==> run_1/final_congestion.png <==
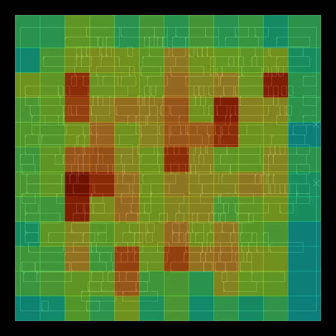
==> run_1/met1.png <==
(4 px per µm) Supply wires on this layer in grey.
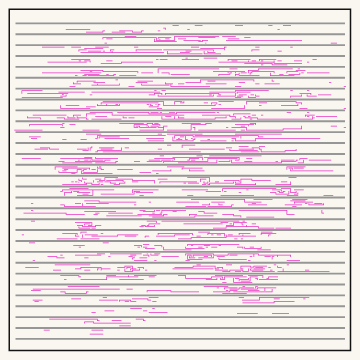
==> run_1/gate_families.png <==
(6 px per µm)
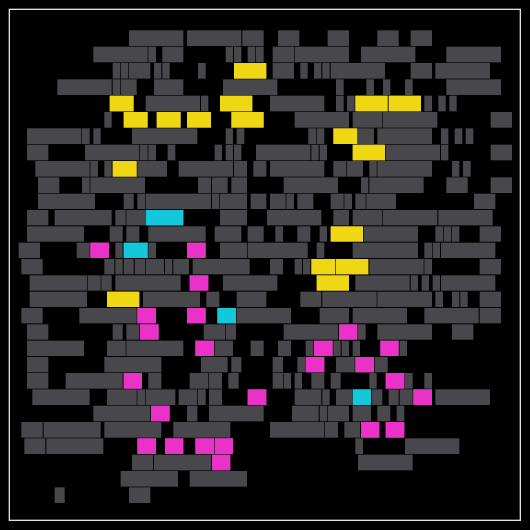
<file path="config.mk">
export PLATFORM = sky130hd
export DESIGN_NAME = seg_capture
export DESIGN_NICKNAME = d
export VERILOG_FILES = /design/src/rtl/seg_capture_pkg.sv /design/src/rtl/seg_decode.sv /design/src/rtl/seg_capture.sv
export SDC_FILE = /design/constraint.sdc
export NUM_CORES = 1
export LEC_CHECK = 0
export CAP_MARGIN = 30
export CORE_UTILIZATION = 46
export CTS_CLUSTER_DIAMETER = 120
export CTS_CLUSTER_SIZE = 30
export DETAILED_ROUTE_END_ITERATION = 16
export PLACE_DENSITY = 0.67
export SETUP_SLACK_MARGIN = 0.2
export SYNTH_ARGS = -nofsm -noshare
export SYNTH_HDL_FRONTEND = slang
export SYNTH_SLANG_ARGS = --single-unit
</file>
<file path="constraint.sdc">
create_clock -name clk_in -period 4.3 [get_ports clk_in]
set_input_delay 1.29 -clock clk_in [delete_from_list [all_inputs] [get_ports clk_in]]
set_output_delay 1.29 -clock clk_in [all_outputs]
set_load 0.01 [all_outputs]
</file>
<file path="src/rtl/seg_capture_pkg.sv">
// ----------------------------------------------------------------------------
// seg_capture_pkg -- shared types, FSM encoding and segment patterns
// Revision: 1.0
// ----------------------------------------------------------------------------
`default_nettype none

package seg_capture_pkg;

    typedef enum logic [1:0] {
        ST_WAIT  = 2'd0,
        ST_COUNT = 2'd1,
        ST_HELD  = 2'd2
    } state_t;

    typedef logic [3:0] digit_t;

    // Active-low patterns, bit0 = segment a .. bit6 = segment g
    localparam logic [6:0] SEG_0 = 7'b1000000;
    localparam logic [6:0] SEG_1 = 7'b1111001;
    localparam logic [6:0] SEG_2 = 7'b0100100;
    localparam logic [6:0] SEG_3 = 7'b0110000;
    localparam logic [6:0] SEG_4 = 7'b0011001;
    localparam logic [6:0] SEG_5 = 7'b0010010;
    localparam logic [6:0] SEG_6 = 7'b0000010;
    localparam logic [6:0] SEG_7 = 7'b1111000;
    localparam logic [6:0] SEG_8 = 7'b0000000;
    localparam logic [6:0] SEG_9 = 7'b0010000;

    function automatic logic one_low(input logic [3:0] an);
        return (an == 4'b1110) || (an == 4'b1101) ||
               (an == 4'b1011) || (an == 4'b0111);
    endfunction

    function automatic logic [1:0] low_pos(input logic [3:0] an);
        case (an)
            4'b1101: return 2'd1;
            4'b1011: return 2'd2;
            4'b0111: return 2'd3;
            default: return 2'd0;
        endcase
    endfunction

endpackage

`default_nettype wire

</file>
<file path="src/rtl/seg_decode.sv">
// ----------------------------------------------------------------------------
// seg_decode -- combinational 7-segment pattern to BCD digit with invalid flag
// Revision: 1.0
// ----------------------------------------------------------------------------
`default_nettype none

module seg_decode
    import seg_capture_pkg::*;
(
    input  logic [6:0] seg,
    output digit_t     digit,
    output logic       invalid
);

    always_comb begin
        digit   = 4'd0;
        invalid = 1'b0;
        case (seg)
            SEG_0:   digit = 4'd0;
            SEG_1:   digit = 4'd1;
            SEG_2:   digit = 4'd2;
            SEG_3:   digit = 4'd3;
            SEG_4:   digit = 4'd4;
            SEG_5:   digit = 4'd5;
            SEG_6:   digit = 4'd6;
            SEG_7:   digit = 4'd7;
            SEG_8:   digit = 4'd8;
            SEG_9:   digit = 4'd9;
            default: invalid = 1'b1;
        endcase
    end

endmodule

`default_nettype wire

</file>
<file path="src/rtl/seg_capture.sv">
// ----------------------------------------------------------------------------
// seg_capture -- captures a multiplexed 4-digit 7-segment scan into BCD.
// Define SEG_CAPTURE_SYNC_EN for a two-flop input synchronizer. Revision: 1.0
// ----------------------------------------------------------------------------
`default_nettype none

module seg_capture
    import seg_capture_pkg::*;
#(
    parameter int unsigned STABLE_CYCLES = 4
)
(
    input  logic        clk_in,
    input  logic        reset_n,
    input  logic [6:0]  seven_seg_in,
    input  logic [3:0]  anode_in,
    output logic [15:0] value,
    output logic        value_valid,
    output logic        digit_err,
    output logic [3:0]  seen
);

    localparam logic [7:0] STABLE_COUNT = 8'(STABLE_CYCLES);

    logic [10:0] pair_in;

`ifdef SEG_CAPTURE_SYNC_EN
    logic [10:0] sync1_q, sync2_q;

    always_ff @(posedge clk_in or negedge reset_n) begin
        if (!reset_n) begin
            sync1_q <= '1;
            sync2_q <= '1;
        end else begin
            sync1_q <= {anode_in, seven_seg_in};
            sync2_q <= sync1_q;
        end
    end

    assign pair_in = sync2_q;
`else
    assign pair_in = {anode_in, seven_seg_in};
`endif

    state_t      state_q, state_d;
    logic [7:0]  cnt_q, cnt_d;
    logic [10:0] pair_q, pair_d, prev_q, prev_d;
    logic [3:0]  seen_q, seen_d;
    logic [15:0] shadow_q, shadow_d, value_q, value_d;
    logic        value_valid_q, value_valid_d;
    logic        digit_err_q, digit_err_d;

    digit_t      dec_digit;
    logic        dec_invalid;
    logic        fire;
    logic [1:0]  pos;

    seg_decode u_seg_decode (
        .seg     (pair_q[6:0]),
        .digit   (dec_digit),
        .invalid (dec_invalid)
    );

    always_comb begin
        pair_d        = pair_in;
        prev_d        = pair_q;
        state_d       = state_q;
        cnt_d         = cnt_q;
        seen_d        = seen_q;
        shadow_d      = shadow_q;
        value_d       = value_q;
        value_valid_d = 1'b0;
        digit_err_d   = 1'b0;
        fire          = 1'b0;
        pos           = low_pos(pair_q[10:7]);

        if (seen_q == 4'hF) begin
            value_d       = shadow_q;
            value_valid_d = 1'b1;
            seen_d        = 4'h0;
        end

        // A changed pair restarts the count on the new pair in the same cycle
        if (!one_low(pair_q[10:7])) begin
            state_d = ST_WAIT;
            cnt_d   = 8'd0;
        end else if (state_q == ST_WAIT || pair_q != prev_q) begin
            state_d = ST_COUNT;
            cnt_d   = 8'd1;
            fire    = (STABLE_COUNT == 8'd1);
        end else if (state_q == ST_COUNT) begin
            cnt_d = cnt_q + 8'd1;
            fire  = (cnt_d == STABLE_COUNT);
        end

        if (fire) begin
            state_d = ST_HELD;
            if (dec_invalid) begin
                digit_err_d = 1'b1;
                seen_d      = 4'h0;
            end else begin
                shadow_d[{pos, 2'b00} +: 4] = dec_digit;
                seen_d[pos]                 = 1'b1;
            end
        end
    end

    always_ff @(posedge clk_in or negedge reset_n) begin
        if (!reset_n) begin
            state_q       <= ST_WAIT;
            cnt_q         <= 8'd0;
            pair_q        <= '1;
            prev_q        <= '1;
            seen_q        <= 4'h0;
            shadow_q      <= 16'h0000;
            value_q       <= 16'h0000;
            value_valid_q <= 1'b0;
            digit_err_q   <= 1'b0;
        end else begin
            state_q       <= state_d;
            cnt_q         <= cnt_d;
            pair_q        <= pair_d;
            prev_q        <= prev_d;
            seen_q        <= seen_d;
            shadow_q      <= shadow_d;
            value_q       <= value_d;
            value_valid_q <= value_valid_d;
            digit_err_q   <= digit_err_d;
        end
    end

    assign value       = value_q;
    assign value_valid = value_valid_q;
    assign digit_err   = digit_err_q;
    assign seen        = seen_q;

endmodule

`default_nettype wire

</file>
==> flow_metrics.rpt, run 1 <==
PHYSICAL IMPLEMENTATION REPORT
----------------------------------------------------
[Run status]
  Outcome ........................ finished with violations
  Failing checks ........................ design-rule violations

[Yosys]
  Fraction of the yosys area taken by sequential cells ........................ 56.2%
  Top cell types by occurrence after synthesis ........................ 57 x sky130_fd_sc_hd__nand2_1, 48 x sky130_fd_sc_hd__dfrtp_1, 28 x sky130_fd_sc_hd__nor2_1
  Flip-flop and latch count after synthesis ........................ 70
  Proportion of netlist area held by the largest area contributor ........................ a little under two fifths
  Main area contributors after synthesis ........................ sky130_fd_sc_hd__dfrtp_1 38%, sky130_fd_sc_hd__dfstp_2 18%, sky130_fd_sc_hd__nand2_1 6.8%
  Asr flop ratio synth ........................ 100%
  Post-synthesis average cell area ........................ 11.1 µm²
  Distinct cell type count of the synthesized netlist ........................ 46
  Chip Area, Yosys ........................ roughly 3200 µm²
  Synth Instances ........................ 285
  Number of synthesis warnings ........................ 0
  Top cell type by instance count after synthesis ........................ sky130_fd_sc_hd__nand2_1
  Primary flip-flop cell chosen by synthesis mapping ........................ sky130_fd_sc_hd__dfrtp_1
  Nets in the synthesized netlist ........................ 304
  Yosys stat cell total ........................ 285
  Cell taking the most area after synthesis ........................ sky130_fd_sc_hd__dfrtp_1
  Synthesized area ........................ 3160 µm²
  Number of enable-type register cells in the synthesized netlist ........................ 0

[Die]
  Tapcells ........................ 77
  I/O Pins ........................ 35
  Standard-cell row count ........................ 29
  Die Outline Area ........................ 7210 µm²
  Core region area ........................ 6490 µm²
  Die Y-Extent ........................ 84.9 µm
  Die X ........................ about 85 µm
  Core Density at Floorplan ........................ 48.7%

[Timing]
  Number of max-slew violations in the final report ........................ 0
  Number of hold-slack violations in the final timing report ........................ 0
  Setup TNS after final layout ........................ 0 ns
  Setup slack after layout ........................ 1.53 ns
  Part of the cycle the worst path needs ........................ 64.4%
  Worst clock skew ........................ 0.00690 ns
  Final Critical Period ........................ between 2 and 3 ns
  Worst Max-Slew Pin Slew ........................ 0.825 ns
  Max Clk Rate ........................ 0.361 GHz
  Setup violations, final ........................ 0
  Unrepaired setup endpoints after global routing ........................ false
  Slew headroom ........................ 45.0%

[GRT]
  Aggregate global-route resource usage ........................ 18.8%
  Vias in the first global route ........................ 2,208
  Remaining global-route overflow ........................ 0
  Number of antenna violations at the first check in global routing ........................ 0
  Largest net degree at the start of global routing ........................ 33
  Most utilized layer in the global route result ........................ met2
  Global-route wire length before repair ........................ 10,400 µm
  Met1 usage in global routing ........................ 24.6%

[Final layout]
  Non-clock buffers, area share ........................ 9.34%
  Flop share of the area ........................ 46.4%
  Fill cells ........................ between 500 and 600
  Number of non-clock buffers in the layout ........................ 37
  Logic area ........................ 1310 µm²
  Seq. cell area ........................ 1780 µm²
  Fin nets ........................ 341
  Commonest non-fill, non-tap cells in the layout ........................ 57 x sky130_fd_sc_hd__nand2_1, 48 x sky130_fd_sc_hd__dfrtp_1, 33 x sky130_fd_sc_hd__clkdlybuf4s50_1
  Dominant kind of cell by area ........................ sequential cells
  Most numerous logic cell after layout ........................ sky130_fd_sc_hd__nand2_1
  Antenna Diode Count ........................ 0
  Proportion of cell area occupied by multi-input gates ........................ 34.2%
  Relative area of clock buffers and inverters in the final design ........................ 6.83%
  Total of clock buffers placed in the layout ........................ 10
  Area added between synthesis and finish ........................ 21.1%
  Count of inverters not on the clock network in the layout ........................ 7
  Layout cell share with drive strength beyond 1 ........................ 19.6%
  Multi-input combinational cell count ........................ 197
  Number of flip-flops and latches ........................ 70

[Run]
  Max cap viols ........................ 0
  Tool warnings ........................ 30

[Placed design]
  Worst slack after detailed placement ........................ about 1.6 ns
  Count of buffers inserted at the top-level ports ........................ 34
  Routability Congestion ........................ just under 0.8
  Final HPWL DP ........................ between 4000 and 5000 µm

[Setup path]
  Slack of the worst reg-to-reg path ........................ 1.53 ns
  Worst Path Required ........................ 4.52 ns
  R2R Path End ........................ shadow_q[11]
  Critical Setup Path Class ........................ reg -> reg
  Critical path destination ........................ shadow_q[11]
  Number of cells on the worst reg-to-reg path ........................ 6
  Nature of the critical path endpoint ........................ flip-flop
  Worst Path Max Fanout ........................ 11
  Crit path from ........................ pair_q[1]
  Startpoint of the lowest-slack register-to-register path ........................ pair_q[1]
  Crit start category ........................ flip-flop
  Arr. time, crit path ........................ 2.99 ns

[Min path]
  Hold Startpoint ........................ pair_q[6]
  Worst-case hold path end point ........................ prev_q[6]
  Hold Path Stages ........................ 0
  Hold Path Class ........................ reg -> reg

[Power]
  Static leakage ........................ ~1.7 nW
  PD cells ........................ 379 nW/µm²
  Maximum vdd drop ........................ 253 µV

[Routing]
  WL final ........................ slightly below 6000 µm
  Uppermost metal layer occupied by signal nets ........................ met4
  Number of vias per cell ........................ around 5.3
  Post-DR wirelength/cell ........................ 14.7 µm
  Vias after detailed routing ........................ 2,122
  Residual antenna-violating net count after detailed routing ........................ 0
  Routed length on met2 ........................ 2820 µm
  Wire length on met1 ........................ 2790 µm
  Post-route DRC ........................ 2
  Iteration tally of the first detailed-router pass ........................ 11
  Routed length on met3 ........................ 198 µm
  DRT iter0 DRCs ........................ between 100 and 150

[Clock network]
  Clk Tree Root Cell ........................ sky130_fd_sc_hd__clkbuf_8
  Max clock buf depth ........................ 2
  Clock tree from TritonCTS ........................ done
  Hold-fix buffers at CTS ........................ 0
  Cells resized by post-CTS repair ........................ 0
  Worst-skew pair later-pin latency ........................ 0.33 ns
  Clock transition time at the flip-flop clock pins of the worst setup and hold paths ........................ 0.08 ns
  Postcts setup bufs ........................ 0
  CTS H-tree depth ........................ 3
  Count of clock tree sinks ........................ 70
  TritonCTS buffer count ........................ 9

----------------------------------------------------
Back to the opening pictures, final_congestion.png:
met2 global-route usage: 29.5%
met3 track demand over resource in global routing: 3.60%

Back to the opening pictures, met1.png:
nets with wire on the layer: 300
main direction: horizontal

Back to the opening pictures, gate_families.png:
| family | colour | cells |
|---|---|---|
| AND-OR and OR-AND gates | cyan | 4 |
| multiplexers | yellow | 17 |
| XOR/XNOR gates | magenta | 24 |

[run 1: metrics by stage]
| stage | hold WS (ns) | cells | instance area [µm²] | utilization (%) | power (mW) |
|---|---|---|---|---|---|
| after detailed placement | 0.393 | 388 | 3570 | 55.0 | 0.776 |
| after CTS | 0.403 | 404 | 3830 | 59.0 | 1.47 |
| after floorplan | 0.352 | 285 | 3160 | - | 0.742 |
| final | 0.404 | 404 | 3830 | 59.0 | 1.45 |
| after global placement | 0.391 | 388 | 3570 | 55.0 | 0.775 |
| after global routing | 0.417 | 404 | 3830 | 59.0 | 1.52 |
[run 1: worst max-delay path: stages (launching register included)]
cell and delay [ns]:
sky130_fd_sc_hd__dfstp_2 0.65, sky130_fd_sc_hd__xnor2_1 0.15, sky130_fd_sc_hd__nand4_1 0.12, sky130_fd_sc_hd__or4b_1 0.74
sky130_fd_sc_hd__a2111oi_4 0.46, sky130_fd_sc_hd__nand2_2 0.19, sky130_fd_sc_hd__mux2_1 0.34
[run 1: kinds of logic (layout without fill, tap and decap cells)]
logic type,Yosys count,in the layout,share of synthesized area [%]
and+or+nand+nor,127,127,18.7
AOI/OAI and AO/OA,23,23,6.41
muxes,17,17,7.24
xor gates and xnor gates,24,24,6.64
adders and majority gates,6,6,2.37
DFF,70,70,56.2
buffers and inverters,18,60,2.37
[run 1: flip-flops by register name, summed over array words and instances, names as in the netlist]
register and cells:
pair_q 11, seen 4, cnt_q 8, state_q 2, value 16, shadow_q 16
value_valid 1, prev_q 11, digit_err 1
[run 1: power breakdown]
group          leakage [nW]  switching, mW  internal (mW)
logic                 0.683         0.0368         0.0317
clock network         0.130          0.245          0.444
registers             0.900         0.0162          0.679
==> run 2, diff against run 1 <==
- PLACE_DENSITY: 0.67 -> 0.7
- clock period: 4.3 -> 2.3 ns (I/O delays scaled with it)
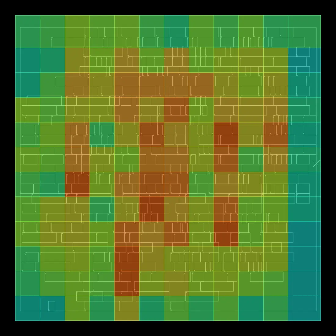
(run_2/final_congestion.png)
most utilized layer in the global route result: met2
met1 usage in global routing: 23.4%
met2 global-route usage: 29.0%

==> run 2 against run 1 <==
Compared with the run above:
- the run ends with design-rule violations, negative setup slack left
- fmax increased by 15%
- worst hold slack got worse by 0.029 ns
- die size unchanged
- global-route usage decreased by 0.60 points
- total power increased by 77%
- sequential share of layout area decreased by 3.8 points
- flip-flop count unchanged
- synthesized cell count unchanged
- setup slack got worse by 1.6 ns
- clock power increased by 61%
- core utilization increased by 5.2 points
- critical path type unchanged
- largest power group unchanged
- highest routed layer unchanged
==> flow_metrics.rpt, run 2 <==
PHYSICAL IMPLEMENTATION REPORT
----------------------------------------------------
[Die]
  I/O Pins ........................ 35 (unchanged)
  Die X ........................ 84.9 µm (unchanged)
  Core Density at Floorplan ........................ 48.7% (unchanged)
  Die Y-Extent ........................ 84.9 µm (unchanged)
  Core region area ........................ 6490 µm² (unchanged)

[Setup path]
  Worst Path Required ........................ 2.53 ns (-1.99 ns)
  Nature of the critical path endpoint ........................ flip-flop
  Critical path destination ........................ shadow_q[15]
  Startpoint of the lowest-slack register-to-register path ........................ pair_q[4]
  Slowest Stage Delay on Critical Path ........................ 0.59 ns (-0.15 ns)
  Top cell family by delay on the critical path ........................ AND-OR/OR-AND gates
  Worst path slowest cell ........................ sky130_fd_sc_hd__dfstp_2
  Slack of the worst reg-to-reg path ........................ -0.11 ns (-1.64 ns)
  Arr. time, crit path ........................ 2.64 ns (-0.35 ns)
  R2R Path End ........................ shadow_q[15]
  Crit path from ........................ pair_q[4]
  Crit path depth ........................ 7 (+1)
  Critical Setup Path Class ........................ reg -> reg
  Critical path cell sequence ........................ mux2_4 > o221a_4 > a211o_4 > a2111oi_4 > buf_6 > nand2_4 > mux2_1
  Worst Path Max Fanout ........................ 4 (-7)
  Crit start category ........................ flip-flop

[Yosys]
  Yosys stat cell total ........................ 285 (unchanged)
  Post-Synth AOI/OAI Area ........................ 6.41% (unchanged)
  Synthesized-area fraction occupied by and/or/nand/nor cells ........................ 18.7% (unchanged)
  Area share of fa/ha/maj cells after synthesis ........................ 2.37% (unchanged)
  Cell taking the most area after synthesis ........................ sky130_fd_sc_hd__dfrtp_1
  Nets in the synthesized netlist ........................ 304 (unchanged)
  Proportion of netlist area held by the largest area contributor ........................ 38.0% (unchanged)
  Synthesized area ........................ 3160 µm² (unchanged)
  Largest family of logic cells by area ........................ simple AND/OR/NAND/NOR gates
  Top cell type by instance count after synthesis ........................ sky130_fd_sc_hd__nand2_1
  Fraction of the yosys area taken by sequential cells ........................ 56.2% (unchanged)
  Asr flop ratio synth ........................ 100% (unchanged)
  Chip Area, Yosys ........................ 3160 µm² (unchanged)
  XORs/XNORs by Area ........................ 6.64% (unchanged)
  Post-synthesis average cell area ........................ 11.1 µm² (unchanged)

[GRT]
  Aggregate global-route resource usage ........................ 18.2% (-0.60 points)
  Largest net degree at the start of global routing ........................ 37 (+12%)
  Number of antenna violations at the first check in global routing ........................ 0 (unchanged)
  Global-route wire length before repair ........................ 10,100 µm (-2.8%)
  Remaining global-route overflow ........................ 0 (unchanged)
  Vias in the first global route ........................ 2,162 (-2.1%)

[Power]
  Static leakage ........................ 1.96 nW (+14%)
  PD cells ........................ 618 nW/µm² (+63%)

[Routing]
  Post-DR wirelength/cell ........................ 13.1 µm (-11%)
  Vias after detailed routing ........................ 2,207 (+4.0%)
  WL final ........................ 5790 µm (-2.9%)
  Number of vias per cell ........................ 5.00 (-4.7%)
  Post-route DRC ........................ 1 (-1)
  DRT iter0 DRCs ........................ 68 (-49%)
  Residual antenna-violating net count after detailed routing ........................ 0 (unchanged)
  Iteration tally of the first detailed-router pass ........................ 10 (-1)

[Clock network]
  Max clock buf depth ........................ 2 (unchanged)
  Hold-fix buffers at CTS ........................ 0 (unchanged)
  Worst-skew pair later-pin latency ........................ 0.35 ns (+0.02 ns)
  TritonCTS buffer count ........................ 9 (unchanged)
  Clock transition time at the flip-flop clock pins of the worst setup and hold paths ........................ 0.08 ns (about the same)
  Clk Tree Root Cell ........................ sky130_fd_sc_hd__clkbuf_8

[Placed design]
  Final HPWL DP ........................ 4230 µm (+4.9%)
  Total placed cells including tap cells ........................ 421 (+8.5%)
  Count of buffers inserted at the top-level ports ........................ 34 (unchanged)
  Routability Congestion ........................ 0.807 (+2.2%)

[Run status]
  Failing checks ........................ design-rule violations, negative setup slack
  Outcome ........................ finished with violations

[Timing]
  Worst clock skew ........................ 0.0127 ns (+0.00583 ns)
  Part of the cycle the worst path needs ........................ 105% (+40 points)
  Final Critical Period ........................ 2.41 ns (-0.361 ns)
  Number of max-slew violations in the final report ........................ 0 (unchanged)
  Number of hold-slack violations in the final timing report ........................ 0 (unchanged)
  Setup violations, final ........................ 16 (+16)
  Setup slack after layout ........................ -0.108 ns (-1.64 ns)
  WHS ........................ 0.375 ns (-0.0291 ns)
  Unrepaired setup endpoints after global routing ........................ true

[Final layout]
  Seq. cell area ........................ 1780 µm² (unchanged)
  Final Core Density ........................ 64.2% (+5.2 points)
  Most numerous logic cell after layout ........................ sky130_fd_sc_hd__nand2_1
  Antenna Diode Count ........................ 0 (unchanged)
  Fill cells ........................ 537 (-0.74%)
  Area added between synthesis and finish ........................ 31.8%
  Fin nets ........................ 378 (+11%)
  Cell Count, Final, Fillers Out ........................ 441 (+9.2%)
  Logic area ........................ 1400 µm² (+6.7%)

[Min path]
  Hold Path Class ........................ in -> async

[Run]
  Max cap viols ........................ 0 (unchanged)

----------------------------------------------------
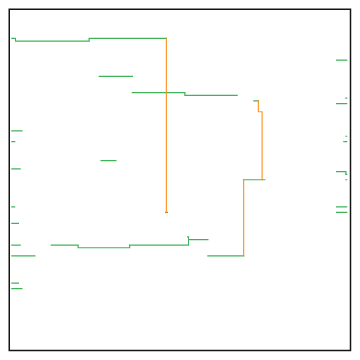
(run_2/metal_stack.png)
(4 px per µm) Two of the layers only.
| layer | colour | wire length |
|---|---|---|
| met3 | green | 171 µm |
| met4 | orange | 83.2 µm |

run 2: worst min path at each step:
stage	end	slack [ns]	cells after the start
after detailed placement	prev_q[6]	0.38	0
final	cnt_q[0]	0.37	2
after CTS	value[11]	0.38	2
after global routing	value[7]	0.39	2
after floorplan	prev_q[10]	0.35	0
after global placement	prev_q[6]	0.38	0
run 2: through the flow:
step	TNS [ns]	setup slack (ns)
floorplan	-2.31	-0.147
global placement	-1.48	-0.0994
detailed placement	-1.80	-0.119
CTS	-1.13	-0.0797
global route	-2.77	-0.196
finish	-1.58	-0.108
run 2: power breakdown:
part           switching (mW)  total, mW  internal, mW
logic                  0.0850      0.175        0.0905
clock network           0.485       1.11         0.625
registers              0.0230       1.29          1.27
total                   0.593       2.58          1.98
run 2: logic make-up after synthesis:
| group | after synthesis |
|---|---|
| compound gates | 23 |
| mux | 17 |
| buf+inv | 18 |
| simple gates | 127 |
| xor+xnor | 24 |
| flops | 70 |
| fa+ha+maj | 6 |
run 2: area by class of cell:
| class | instances | share of cell area (%) |
|---|---|---|
| multi-input cells | 197 | 33.5 |
| clock buffers | 9 | 2.97 |
| well taps | 77 | 2.31 |
| clock inverters | 7 | 2.52 |
| flip-flops and latches | 70 | 42.7 |
| inverters | 7 | 0.630 |
| repair buffers | 74 | 15.4 |
run 2: timing repair:
item	in CTS	in global routing
pin swaps	1	1
resized	8	4
endpoints found under the setup margin	22	22
buffers inserted	1	3
run 2: layer usage:
metal  global-route usage [%]  vias up  routed length, µm
met5                        0        -                  0
met4                     6.93        0                 83
met3                     5.54        6                171
met2                     29.0       33               2780
met1                     23.4     1059               2750
li1                         -     1109                  -
==> run 3, diff against run 2 <==
- GPL_TIMING_DRIVEN: unset -> 0
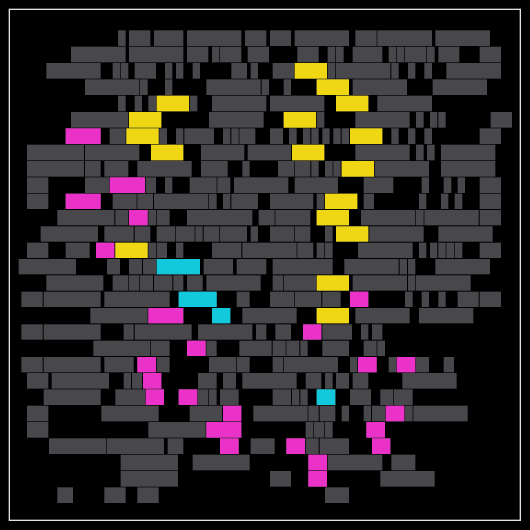
(run_3/gate_families.png)
(6 px per µm)
| family | colour | cells |
|---|---|---|
| AND-OR and OR-AND gates | cyan | 4 |
| XOR/XNOR gates | magenta | 24 |
| multiplexers | yellow | 17 |

==> run 3 against run 2 <==
Compared with the run above:
- the flow finishes with violations (negative setup slack)
- clock power about the same
- global-route usage rose by 0.31 points
- fmax decreased by 6.2%
- synthesized cell count unchanged
- cell area decreased by 0.75%
==> flow_metrics.rpt, run 3 <==
PHYSICAL IMPLEMENTATION REPORT
----------------------------------------------------
[Run status]
  Outcome ........................ finished with violations
  Failing checks ........................ negative setup slack

[Setup path]
  Worst Path Max Fanout ........................ 4 (unchanged)
  Critical path cell sequence ........................ buf_6 > buf_6 > mux2_4 > o221a_4 > a211o_4 > a2111oi_4 > buf_6 > nand2_8 > mux2_4
  Number of cells on the worst reg-to-reg path ........................ 9
  Number of buffers and inverters on the critical path ........................ 3
  Arr. time, crit path ........................ 2.80 ns (+0.16 ns)
  Slowest Stage Delay on Critical Path ........................ 0.54 ns (-0.05 ns)
  Nature of the critical path endpoint ........................ flip-flop
  Crit path depth ........................ 9 (+2)
  Most frequent cell on the critical path ........................ sky130_fd_sc_hd__buf_6
  Critical Setup Path Class ........................ reg -> reg
  Crit start category ........................ flip-flop
  Worst Path Required ........................ 2.53 ns (about the same)
  Top cell family by delay on the critical path ........................ AND-OR/OR-AND gates
  Worst path slowest cell ........................ sky130_fd_sc_hd__dfstp_2

[Final layout]
  Antenna Diode Count ........................ 0 (unchanged)
  Final Core Density ........................ 63.7% (-0.48 points)
  Layout cell share with drive strength beyond 1 ........................ between 20 and 30%
  Most numerous logic cell after layout ........................ sky130_fd_sc_hd__nand2_1
  Logic area ........................ 1490 µm² (+6.4%)
  Fin nets ........................ 360 (-4.8%)
  Commonest non-fill, non-tap cells in the layout ........................ 57 x sky130_fd_sc_hd__nand2_1, 48 x sky130_fd_sc_hd__dfrtp_1, 33 x sky130_fd_sc_hd__clkdlybuf4s50_1
  Area added between synthesis and finish ........................ 30.8%
  Final instance area ........................ 4140 µm²
  Fill cells ........................ 513 (-4.5%)
  Seq. cell area ........................ 1780 µm² (unchanged)
  Cell Count, Final, Fillers Out ........................ 423 (-4.1%)

[Timing]
  Final Critical Period ........................ 2.57 ns (+0.160 ns)
  Part of the cycle the worst path needs ........................ 112% (+7.0 points)
  Max Clk Rate ........................ 0.389 GHz
  WHS ........................ 0.367 ns (-0.00737 ns)
  Unrepaired setup endpoints after global routing ........................ true
  Worst clock skew ........................ 0.00911 ns (-0.00362 ns)
  Setup slack after layout ........................ -0.268 ns (-0.160 ns)
  Number of max-slew violations in the final report ........................ 0 (unchanged)
  Slew headroom ........................ 43.7%
  Number of hold-slack violations in the final timing report ........................ 0 (unchanged)
  Setup violations, final ........................ 21 (+5)
  Worst Max-Slew Pin Slew ........................ 0.845 ns
  Setup TNS after final layout ........................ -4.69 ns (-3.11 ns)

[Clock network]
  Hold-fix buffers at CTS ........................ 0 (unchanged)
  Worst-skew pair later-pin latency ........................ 0.35 ns (about the same)
  Clock tree from TritonCTS ........................ done
  CTS H-tree depth ........................ 3
  Clk Tree Root Cell ........................ sky130_fd_sc_hd__clkbuf_8
  Clock transition time at the flip-flop clock pins of the worst setup and hold paths ........................ 0.07 ns (about the same)
  TritonCTS buffer count ........................ 9 (unchanged)
  Max clock buf depth ........................ 2 (unchanged)
  Count of clock tree sinks ........................ 70

[GRT]
  Remaining global-route overflow ........................ 0 (unchanged)
  Largest net degree at the start of global routing ........................ 71 (+92%)
  Number of antenna violations at the first check in global routing ........................ 0 (unchanged)
  Aggregate global-route resource usage ........................ 18.5% (+0.31 points)
  Vias in the first global route ........................ 2,157 (-0.23%)
  Global-route wire length before repair ........................ 10,200 µm (+0.61%)

[Yosys]
  Synth Instances ........................ 285
  Proportion of netlist area held by the largest area contributor ........................ 38.0% (unchanged)
  Number of enable-type register cells in the synthesized netlist ........................ 0
  Number of synthesis warnings ........................ 0
  Top cell type by instance count after synthesis ........................ sky130_fd_sc_hd__nand2_1
  Top cell types by occurrence after synthesis ........................ 57 x sky130_fd_sc_hd__nand2_1, 48 x sky130_fd_sc_hd__dfrtp_1, 28 x sky130_fd_sc_hd__nor2_1
  Main area contributors after synthesis ........................ sky130_fd_sc_hd__dfrtp_1 38%, sky130_fd_sc_hd__dfstp_2 18%, sky130_fd_sc_hd__nand2_1 6.8%
  Distinct cell type count of the synthesized netlist ........................ 46
  Flip-flop and latch count after synthesis ........................ about 70
  Primary flip-flop cell chosen by synthesis mapping ........................ sky130_fd_sc_hd__dfrtp_1
  Nets in the synthesized netlist ........................ 304 (unchanged)
  Cell taking the most area after synthesis ........................ sky130_fd_sc_hd__dfrtp_1
  Synthesized area ........................ 3160 µm² (unchanged)
  Asr flop ratio synth ........................ 100% (unchanged)
  Post-synthesis average cell area ........................ 11.1 µm² (unchanged)
  Fraction of the yosys area taken by sequential cells ........................ 56.2% (unchanged)
  Yosys stat cell total ........................ 285 (unchanged)
  Chip Area, Yosys ........................ 3160 µm² (unchanged)

[Run]
  Tool warnings ........................ 33
  Max cap viols ........................ 0 (unchanged)

[Power]
  Final Power ........................ 2.55 mW
  Maximum vdd drop ........................ 452 µV
  Static leakage ........................ 1.86 nW (-5.3%)
  PD cells ........................ 617 nW/µm² (-0.13%)

[Placed design]
  Worst slack after detailed placement ........................ -0.432 ns (-0.313 ns)
  Routability Congestion ........................ 0.783 (-2.9%)
  Count of buffers inserted at the top-level ports ........................ 34 (unchanged)
  Cell Area, Placed ........................ about 3700 µm²
  Final HPWL DP ........................ 3880 µm (-8.3%)
  Total placed cells including tap cells ........................ 396 (-5.9%)

[Die]
  Core region area ........................ 6490 µm² (unchanged)
  I/O Pins ........................ 35 (unchanged)
  Core Density at Floorplan ........................ 48.7% (unchanged)
  Standard-cell row count ........................ 29
  Die Outline Area ........................ 7210 µm²
  Die X ........................ 84.9 µm (unchanged)
  Die Y-Extent ........................ 84.9 µm (unchanged)

[Routing]
  DRT iter0 DRCs ........................ 101 (+49%)
  Iteration tally of the first detailed-router pass ........................ 6 (-4)
  Number of vias per cell ........................ 5.11 (+2.2%)
  Post-route DRC ........................ 0 (-1)
  WL final ........................ 5940 µm (+2.6%)
  Residual antenna-violating net count after detailed routing ........................ 0 (unchanged)
  Post-DR wirelength/cell ........................ 14.0 µm (+6.9%)
  Vias after detailed routing ........................ 2,163 (-2.0%)

[Min path]
  Hold Path Stages ........................ 0
  Hold Path Class ........................ reg -> reg

----------------------------------------------------
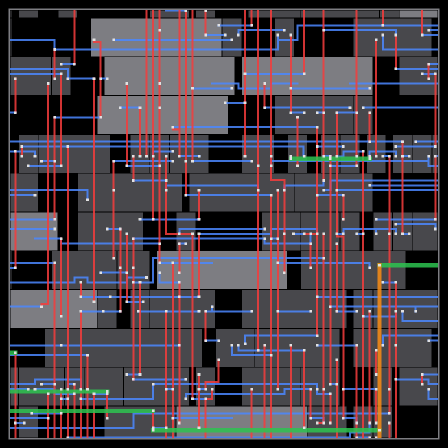
(run_3/zoom.png)
Region (27, 44) to (57, 74) µm. Cells in grey, sequential cells in the stronger grey; small squares are vias.
| layer | colour |
|---|---|
| met3 | green |
| met4 | orange |
| met1 | blue |
| met2 | red |
most frequent: nor2_1 (17), dfrtp_1 (7), mux2_4 (6)
netlist names of flops here include: seen (4), shadow_q (2)
cells with their middle in the window: 62
sequential cells in the window: 7

-- run 3: final cells by class --
cell class / instances / share of cell area, %
Buffer: 11 / 2.18
Tap cell: 77 / 2.33
Clock inverter: 6 / 2.06
Sequential cell: 70 / 43.0
Inverter: 7 / 0.635
Multi-Input combinational cell: 197 / 35.9
Clock buffer: 10 / 3.32
Timing Repair Buffer: 45 / 10.6
-- run 3: path summary, 6_finish.rpt --
| check | start | endpoint | slack, ns |
|---|---|---|---|
| worst max register to register | pair_q[4] | shadow_q[0] | -0.27 |
| worst max-delay path | pair_q[4] | shadow_q[0] | -0.27 |
| worst min register to register | pair_q[10] | prev_q[10] | 0.37 |
| worst min-delay path | pair_q[10] | prev_q[10] | 0.37 |
| max in group asynchronous | reset_n | shadow_q[0] | 1.30 |
| min in group asynchronous | reset_n | cnt_q[4] | 0.45 |
-- run 3: repair_timing --
action	4_1_cts	5_1_grt
setup endpoints to repair	22	29
pin swaps	6	8
gates resized	16	17
setup buffers	10	1
-- run 3: kinds of logic (layout without fill, tap and decap cells) --
family / count (synthesis) / in the layout / share of synthesized area [%]
compound gates: 23 / 23 / 6.41
xor+xnor: 24 / 24 / 6.64
fa+ha+maj: 6 / 6 / 2.37
buf+inv: 18 / 79 / 2.37
flops: 70 / 70 / 56.2
mux: 17 / 17 / 7.24
simple gates: 127 / 127 / 18.7
-- run 3: per-layer routing --
layer	vias up	global-route usage [%]	wire length, µm
met5	-	0	0
met4	0	8.78	93
met3	8	4.38	163
met2	35	29.9	2980
met1	1049	23.6	2700
li1	1071	-	-
-- run 3: where the power goes --
part,switching [mW],internal (mW)
combinational,0.0868,0.0796
clock,0.458,0.636
sequential,0.0251,1.27
No activity file was given, so power comes from the tool's default toggle rates.
